**Run 1: selected gate families**

Scale bar: 20 µm.
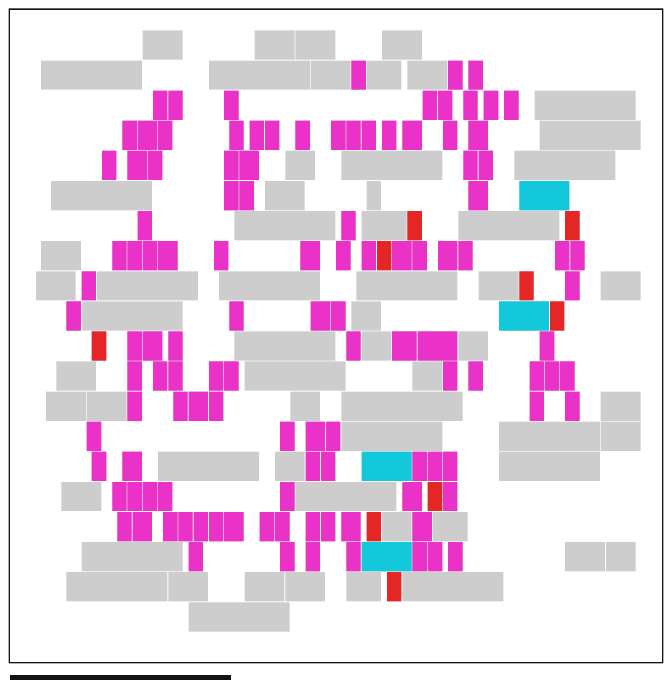
**Run 1: PDN straps and rails**

Pins as bars on the die edge.
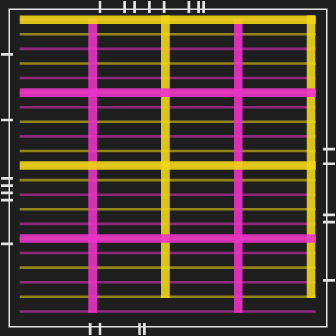
**Run 1: routing congestion map**

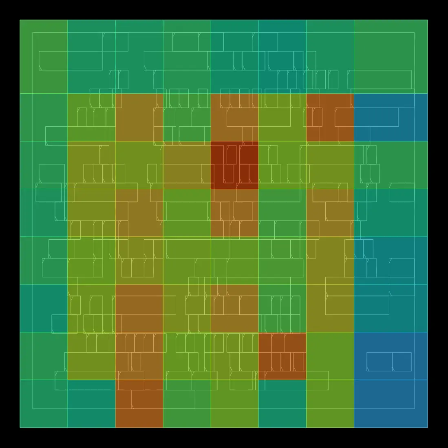
`src/rtl/comparator_serial_nbit_pkg.sv`:
```
// -----------------------------------------------------------------------------
// comparator_serial_nbit_pkg
//
// Shared definitions for the bit-serial magnitude comparator:
//   - state encoding of the control FSM
//   - packed result-flag record (GT/EQ/LT)
//   - default operand width and the bit-counter width helper
// -----------------------------------------------------------------------------
package comparator_serial_nbit_pkg;

  localparam int DEFAULT_WIDTH = 8;

  typedef enum logic [1:0] {
    ST_IDLE   = 2'd0,
    ST_SHIFT  = 2'd1,
    ST_FINISH = 2'd2
  } state_e;

  typedef struct packed {
    logic gt;
    logic eq;
    logic lt;
  } cmp_flags_t;

  // Bit counter must index WIDTH-1 down to 0; $clog2(1) is 0, so a
  // single-bit operand still gets a one-bit counter.
  function automatic int cnt_width(input int width);
    return (width > 1) ? $clog2(width) : 1;
  endfunction

endpackage : comparator_serial_nbit_pkg

```
`src/rtl/comparator_1bit_data.sv`:
```
// -----------------------------------------------------------------------------
// comparator_1bit_data
//
// Combinational 1-bit magnitude compare cell. Exactly one output is high.
//
// Ports:
//   a   in  1  bit of operand A
//   b   in  1  bit of operand B
//   gt  out 1  a > b
//   eq  out 1  a == b
//   lt  out 1  a < b
// -----------------------------------------------------------------------------
module comparator_1bit_data (
  input  logic a,
  input  logic b,
  output logic gt,
  output logic eq,
  output logic lt
);

  assign gt = a & ~b;
  assign lt = ~a & b;
  assign eq = ~(a ^ b);

endmodule : comparator_1bit_data

```
`src/rtl/comparator_serial_nbit.sv`:
```
// -----------------------------------------------------------------------------
// comparator_serial_nbit
//
// Bit-serial WIDTH-bit unsigned magnitude comparator. On an accepted start
// the operands are captured into shift registers and walked MSB-first through
// a single 1-bit compare cell. The walk stops at the first differing bit (or
// after the LSB when the operands are equal); the result is latched into
// one-hot GT/EQ/LT flags and announced by a one-cycle done pulse.
//
// Ports:
//   clk    in  1      clock, rising edge
//   rst_n  in  1      asynchronous active-low reset
//   start  in  1      request strobe, only honoured in IDLE
//   A      in  WIDTH  operand A (unsigned), sampled on accepted start
//   B      in  WIDTH  operand B (unsigned), sampled on accepted start
//   busy   out 1      high while the operands are being walked
//   done   out 1      one-cycle pulse, flags valid from this cycle on
//   GT     out 1      A > B   (registered, holds until next result)
//   EQ     out 1      A == B  (registered, holds until next result)
//   LT     out 1      A < B   (registered, holds until next result)
// -----------------------------------------------------------------------------
module comparator_serial_nbit
  import comparator_serial_nbit_pkg::*;
#(
  parameter int WIDTH = DEFAULT_WIDTH
) (
  input  logic             clk,
  input  logic             rst_n,
  input  logic             start,
  input  logic [WIDTH-1:0] A,
  input  logic [WIDTH-1:0] B,
  output logic             busy,
  output logic             done,
  output logic             GT,
  output logic             EQ,
  output logic             LT
);

  localparam int CNT_W = cnt_width(WIDTH);

  state_e           state_q, state_d;
  logic [WIDTH-1:0] sa_q, sa_d;
  logic [WIDTH-1:0] sb_q, sb_d;
  logic [CNT_W-1:0] cnt_q, cnt_d;
  cmp_flags_t       flags_q, flags_d;

  logic cell_gt;
  logic cell_eq;
  logic cell_lt;

  comparator_1bit_data u_cell (
    .a  (sa_q[WIDTH-1]),
    .b  (sb_q[WIDTH-1]),
    .gt (cell_gt),
    .eq (cell_eq),
    .lt (cell_lt)
  );

  always_comb begin
    // NOTE: every signal gets its hold value first so no path through the
    // case statement leaves one unassigned, which would infer a latch.
    state_d = state_q;
    sa_d    = sa_q;
    sb_d    = sb_q;
    cnt_d   = cnt_q;
    flags_d = flags_q;

    unique case (state_q)
      ST_IDLE: begin
        if (start) begin
          sa_d    = A;
          sb_d    = B;
          cnt_d   = CNT_W'(WIDTH - 1);
          state_d = ST_SHIFT;
        end
      end

      ST_SHIFT: begin
        // A differing bit decides the result at once; equal bits only
        // decide it once the LSB has been examined.
        if (!cell_eq || (cnt_q == '0)) begin
          flags_d.gt = cell_gt;
          flags_d.eq = cell_eq;
          flags_d.lt = cell_lt;
          state_d    = ST_FINISH;
        end else begin
          sa_d  = sa_q << 1;
          sb_d  = sb_q << 1;
          cnt_d = cnt_q - CNT_W'(1);
        end
      end

      ST_FINISH: begin
        state_d = ST_IDLE;
      end

      default: begin
        state_d = ST_IDLE;
      end
    endcase
  end

  // NOTE: state registers use non-blocking assignments so every flop samples
  // the pre-edge values regardless of process ordering.
  always_ff @(posedge clk or negedge rst_n) begin
    if (!rst_n) begin
      state_q <= ST_IDLE;
      sa_q    <= '0;
      sb_q    <= '0;
      cnt_q   <= '0;
      flags_q <= '0;
    end else begin
      state_q <= state_d;
      sa_q    <= sa_d;
      sb_q    <= sb_d;
      cnt_q   <= cnt_d;
      flags_q <= flags_d;
    end
  end

  assign busy = (state_q == ST_SHIFT);
  assign done = (state_q == ST_FINISH);
  assign GT   = flags_q.gt;
  assign EQ   = flags_q.eq;
  assign LT   = flags_q.lt;

endmodule : comparator_serial_nbit

```
`config.mk`:
```
export PLATFORM = sky130hd
export DESIGN_NAME = comparator_serial_nbit
export DESIGN_NICKNAME = d
export VERILOG_FILES = /design/src/rtl/comparator_serial_nbit_pkg.sv /design/src/rtl/comparator_1bit_data.sv /design/src/rtl/comparator_serial_nbit.sv
export SDC_FILE = /design/constraint.sdc
export NUM_CORES = 1
export LEC_CHECK = 0
export ABC_AREA = 1
export CORE_MARGIN = 1.5
export CORE_UTILIZATION = 40
export CTS_CLUSTER_DIAMETER = 150
export CTS_CLUSTER_SIZE = 16
export DETAILED_ROUTE_END_ITERATION = 8
export SYNTH_ARGS = -nofsm -noshare
export SYNTH_HDL_FRONTEND = slang
export SYNTH_HIERARCHICAL = 1
export SYNTH_SLANG_ARGS = --single-unit
```
`constraint.sdc`:
```
create_clock -name clk -period 1.68 [get_ports clk]
set_input_delay 0.252 -clock clk [delete_from_list [all_inputs] [get_ports clk]]
set_output_delay 0.252 -clock clk [all_outputs]
set_load 0.02 [all_outputs]
```
==> flow_summary.yaml, run 1 <==
# yosys + openroad results
outcome:
  outcome: "finished clean"
sta:
  finalCritPeriodShare_pct: 92.06
  hold_slack_ps: 273.8
  max_freq_mhz: 646.6
  hold_viol_final: 0
  tightest_slew_ps: 454.2
  rsz0062_at_grt: "no"
  slew_headroom_pct: 69.65
finish:
  clock_area_share_pct: 3.387
  fillers: 293
  area_dominant_class: "registers"
  finalInstanceArea_um2: 1551
  nMultiInputCombCells: 125
  layout_top_cells: "96 x nand2_1, 24 x dfrtp_1, 21 x clkdlybuf4s50_1, 20 x nand3_1, 8 x inv_1"
  signal_buffer_area_fraction_pct: 17.58
  drive_gt1_share_pct: 7.330
  clkbuf_count: 3
  nFlopsAndLatches: 24
  nNonClkBuffers: 29
  logic_area_um2: 550.5
  nets: 215
placed_design:
  gp_congestion: 0.7314
  dpl.cell_count: 220
  placed_area_um2: 1501
global_route:
  antenna_found_initial: 0
  grt_pass1_vias: 1006
  grt_max_degree: 25
  track_usage_pct: 16.90
  top_usage_layer: "met2"
clocking:
  cts_resized: 2
  cts_hold_buf: 0
  cts_tree: "built"
  post_cts_buffers: 0
  cts.sinks: 24
  numCtsBuffers: 3
  htreeDepth: 1
power:
  maxPowerGroup: "combinational cells"
  p_per_area_nw_per_um2: 1842
  pg_clk_uw: 417
  seqPwrFrac_pct: 35.2
  leakage_uw: 0.0008644
  clkPwrFrac_pct: 14.6
  p_comb_share_pct: 50.2
  p_sw_share_pct: 42.67
  seq_cell_power_uw: 1010
  power.total_uw: 2858
  p_int_uw: 1639
synth:
  ys.flop_type: "dfrtp_1"
  synth_nets: 189
  yosys_area_um2: 1251
  ys_ff: 24
  synth-compound-area-share_pct: 0
  yosysTopAreaCellShare_pct: 48.00
  ys_sh_xor_pct: 0.7000
  ys_seq_share_pct: 48.00
  avgSynthCellArea_um2: 7.537
  ys_sh_adder_pct: 4.000
  synthMuxAreaShare_pct: 0
  synth_area_um2: 1251
  async_reset_ff_share_pct: 100.0
  top_cell: "nand2_1"
  yosys-top-cells-count: "96 x nand2_1, 24 x dfrtp_1, 20 x nand3_1"
route:
  dr_wl_met2_mm: 1.267
  drt_wl_total_mm: 2.564
  via_count: 1084
  top_layer: "met4"
  drtIter0Drc: 18
  wl_met3_um: 113
  wl_met1_mm: 1.139
  wire_per_inst_um: 11.45
  viasPerCell: 4.839
  dr.pass1.iters: 4
critical_path:
  cp-endpoint: "GT"
  crit_path_top_delay_cell: "clkdlybuf4s50_1"
  cp_data_arrival_time_ps: 1290
  critPathBufInv: 1
  worstPathMaxFanout: 2
  ff2ff_path_depth: 6
  worstSetupPathType: "flop to output port"
  timing.rr.end: "sb_q[4]"
  slowest_delay_ps: 600
  worstPathRequired_ps: 1430
floorplan:
  boundaryPins: 24
  die_area_um2: 3473
  fp_util_pct: 41.67
  nWellTaps: 33
flow_run:
  cap_violations: 0
  warnings: 28
Notes on 'selected gate families' above:
- inverters: red (cells 9; most used inv_1)
- NAND gates: magenta (cells 118; most used nand2_1)
- adder and majority cells: cyan (cells 4; most used ha_1)
most numerous logic cell after layout: nand2_1
Layout Cells excl Fill: 224

Notes on 'PDN straps and rails' above:
- VDD: yellow
- VSS: magenta
- rows: 20
- met4 straps: 4
- met5 straps: 4
- met1 rails: 21
- signal pins: 24
Peak VDD IR: 0.5780 mV
core area: 3003 µm²
Die W: 58.93 µm
Die Y: 58.93 µm

Notes on 'routing congestion map' above:
met1 usage: 21.51%
met2 track demand over resource: 28.41%

**Run 1: M3 wires**

Scale bar: 20 µm.
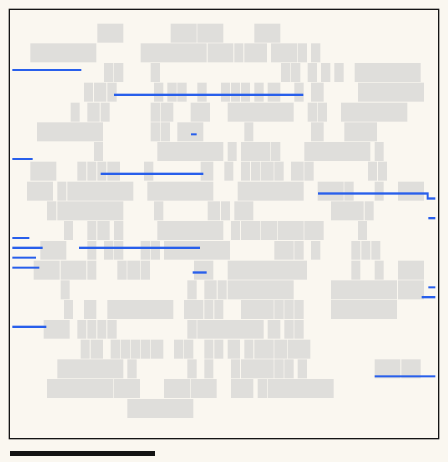

==> inputs of run 2 (changes only) <==
--- a/config.mk
+++ b/config.mk
@@ -11,6 +11,7 @@
 export CTS_CLUSTER_DIAMETER = 150
 export CTS_CLUSTER_SIZE = 16
 export DETAILED_ROUTE_END_ITERATION = 8
+export REMOVE_ABC_BUFFERS = 1
 export SYNTH_ARGS = -nofsm -noshare
 export SYNTH_HDL_FRONTEND = slang
 export SYNTH_HIERARCHICAL = 1
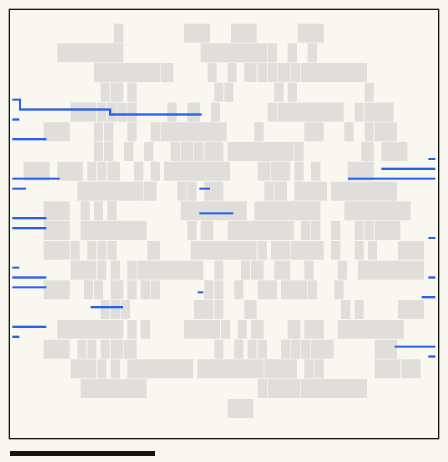
**Above:** run 2 (M3 wires).
Scale bar: 20 µm.
- longest straight run: 12.4 µm
- nets with wire on the layer: 22
- share of all routed wire: 4.3%
met3 Resource Use GR: 2.857%
DRT Wirelength: 2.383 mm
via count: 1065

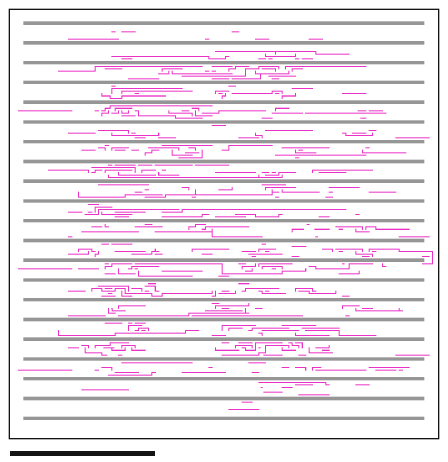
**Above:** run 2 (signal wires on met1).
Scale bar: 20 µm. Supply wires on this layer in gray.
- longest straight run: 23.9 µm
- share of all routed wire: 52%
- nets with wire on the layer: 185
- main direction: horizontal
met1 usage: 22.44%

==> flow_summary.yaml, run 2 <==
# yosys + openroad results
outcome:
  outcome: "finished clean"
finish:
  finalInstanceArea_um2: 1535
  logic_area_um2: 550.5
  layout_top_cells: "96 x nand2_1, 24 x dfrtp_1, 21 x clkdlybuf4s50_1, 20 x nand3_1, 8 x inv_1"
  fin_cells: 224
  clock_area_share_pct: 2.363
  nets: 215
  clkbuf_count: 4
  fillers: 308
  layout_top_cell: "nand2_1"
  signal_buffer_area_fraction_pct: 17.77
  nFlopsAndLatches: 24
  nMultiInputCombCells: 125
floorplan:
  coreArea_um2: 3003
  nWellTaps: 33
  die_h_um: 58.93
  fp_util_pct: 41.67
  boundaryPins: 24
  die_w_um: 58.93
placed_design:
  gp_congestion: 0.7707
  placed_area_um2: 1501
  dpl.cell_count: 220
synth:
  yosys_area_um2: 1251
  synth_area_um2: 1251
  synthMuxAreaShare_pct: 0
  ys_sh_xor_pct: 0.7000
  synth-compound-area-share_pct: 0
  yosys-top-cells-count: "96 x nand2_1, 24 x dfrtp_1, 20 x nand3_1"
  yosysTopAreaCellShare_pct: 48.00
  ys_seq_share_pct: 48.00
  ys_ff: 24
  async_reset_ff_share_pct: 100.0
global_route:
  grt_pass1_vias: 998
  met2_usage_pct: 25.24
  top_usage_layer: "met2"
  antenna_found_initial: 0
  grt_max_degree: 25
  track_usage_pct: 16.00
power:
  p_per_area_nw_per_um2: 1774
  p_sw_share_pct: 43.92
  seqPwrFrac_pct: 36.9
  leakage_uw: 0.0008581
  pg_clk_uw: 311
  p_comb_share_pct: 51.7
  seq_cell_power_uw: 1000
  clkPwrFrac_pct: 11.4
  p_int_uw: 1527
clocking:
  cts_resized: 2
  htreeDepth: 1
  cts_hold_buf: 0
  cts.sinks: 24
route:
  dr_wl_met2_mm: 1.027
  drtIter0Drc: 46
  wl_met1_mm: 1.232
  dr.pass1.iters: 4
  viasPerCell: 4.754
  top_layer: "met4"
  wl_met3_um: 102
critical_path:
  ff2ff_path_depth: 6
  cp_data_arrival_time_ps: 1280
  timing.rr.end: "sb_q[4]"
  cp-endpoint: "LT"
  worstSetupPathType: "flop to output port"
  crit_path_top_delay_cell: "clkdlybuf4s50_1"
  slowest_delay_ps: 600
flow_run:
  warnings: 27
sta:
  rsz0062_at_grt: "no"
  tightest_slew_ps: 443.0
  hold_viol_final: 0
  slew_headroom_pct: 70.39
  finalCritPeriodShare_pct: 91.43
  max_freq_mhz: 651.0
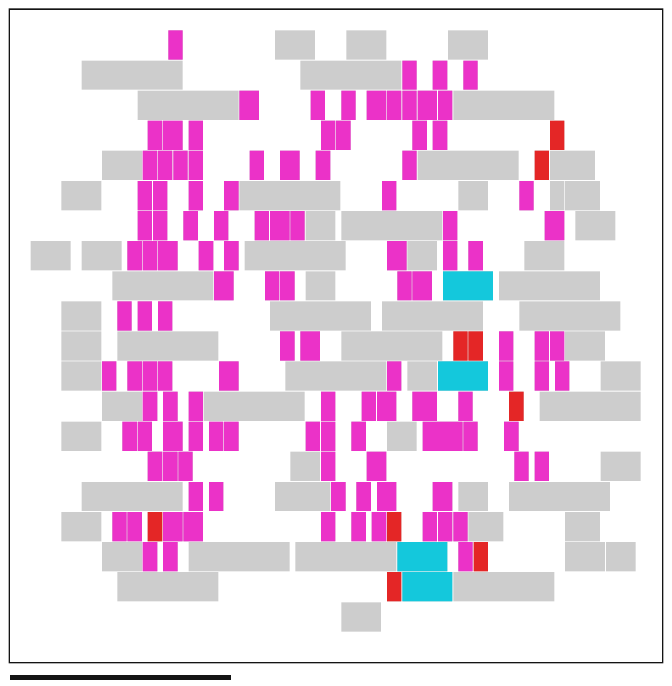
**Above:** run 2 (selected gate families).
Scale bar: 20 µm.
- inverters: red (cells 9; most used inv_1)
- NAND gates: magenta (cells 118; most used nand2_1)
- adder and majority cells: cyan (cells 4; most used ha_1)
Comb/total area: 35.86%

Power and IR drop assume default switching activity.
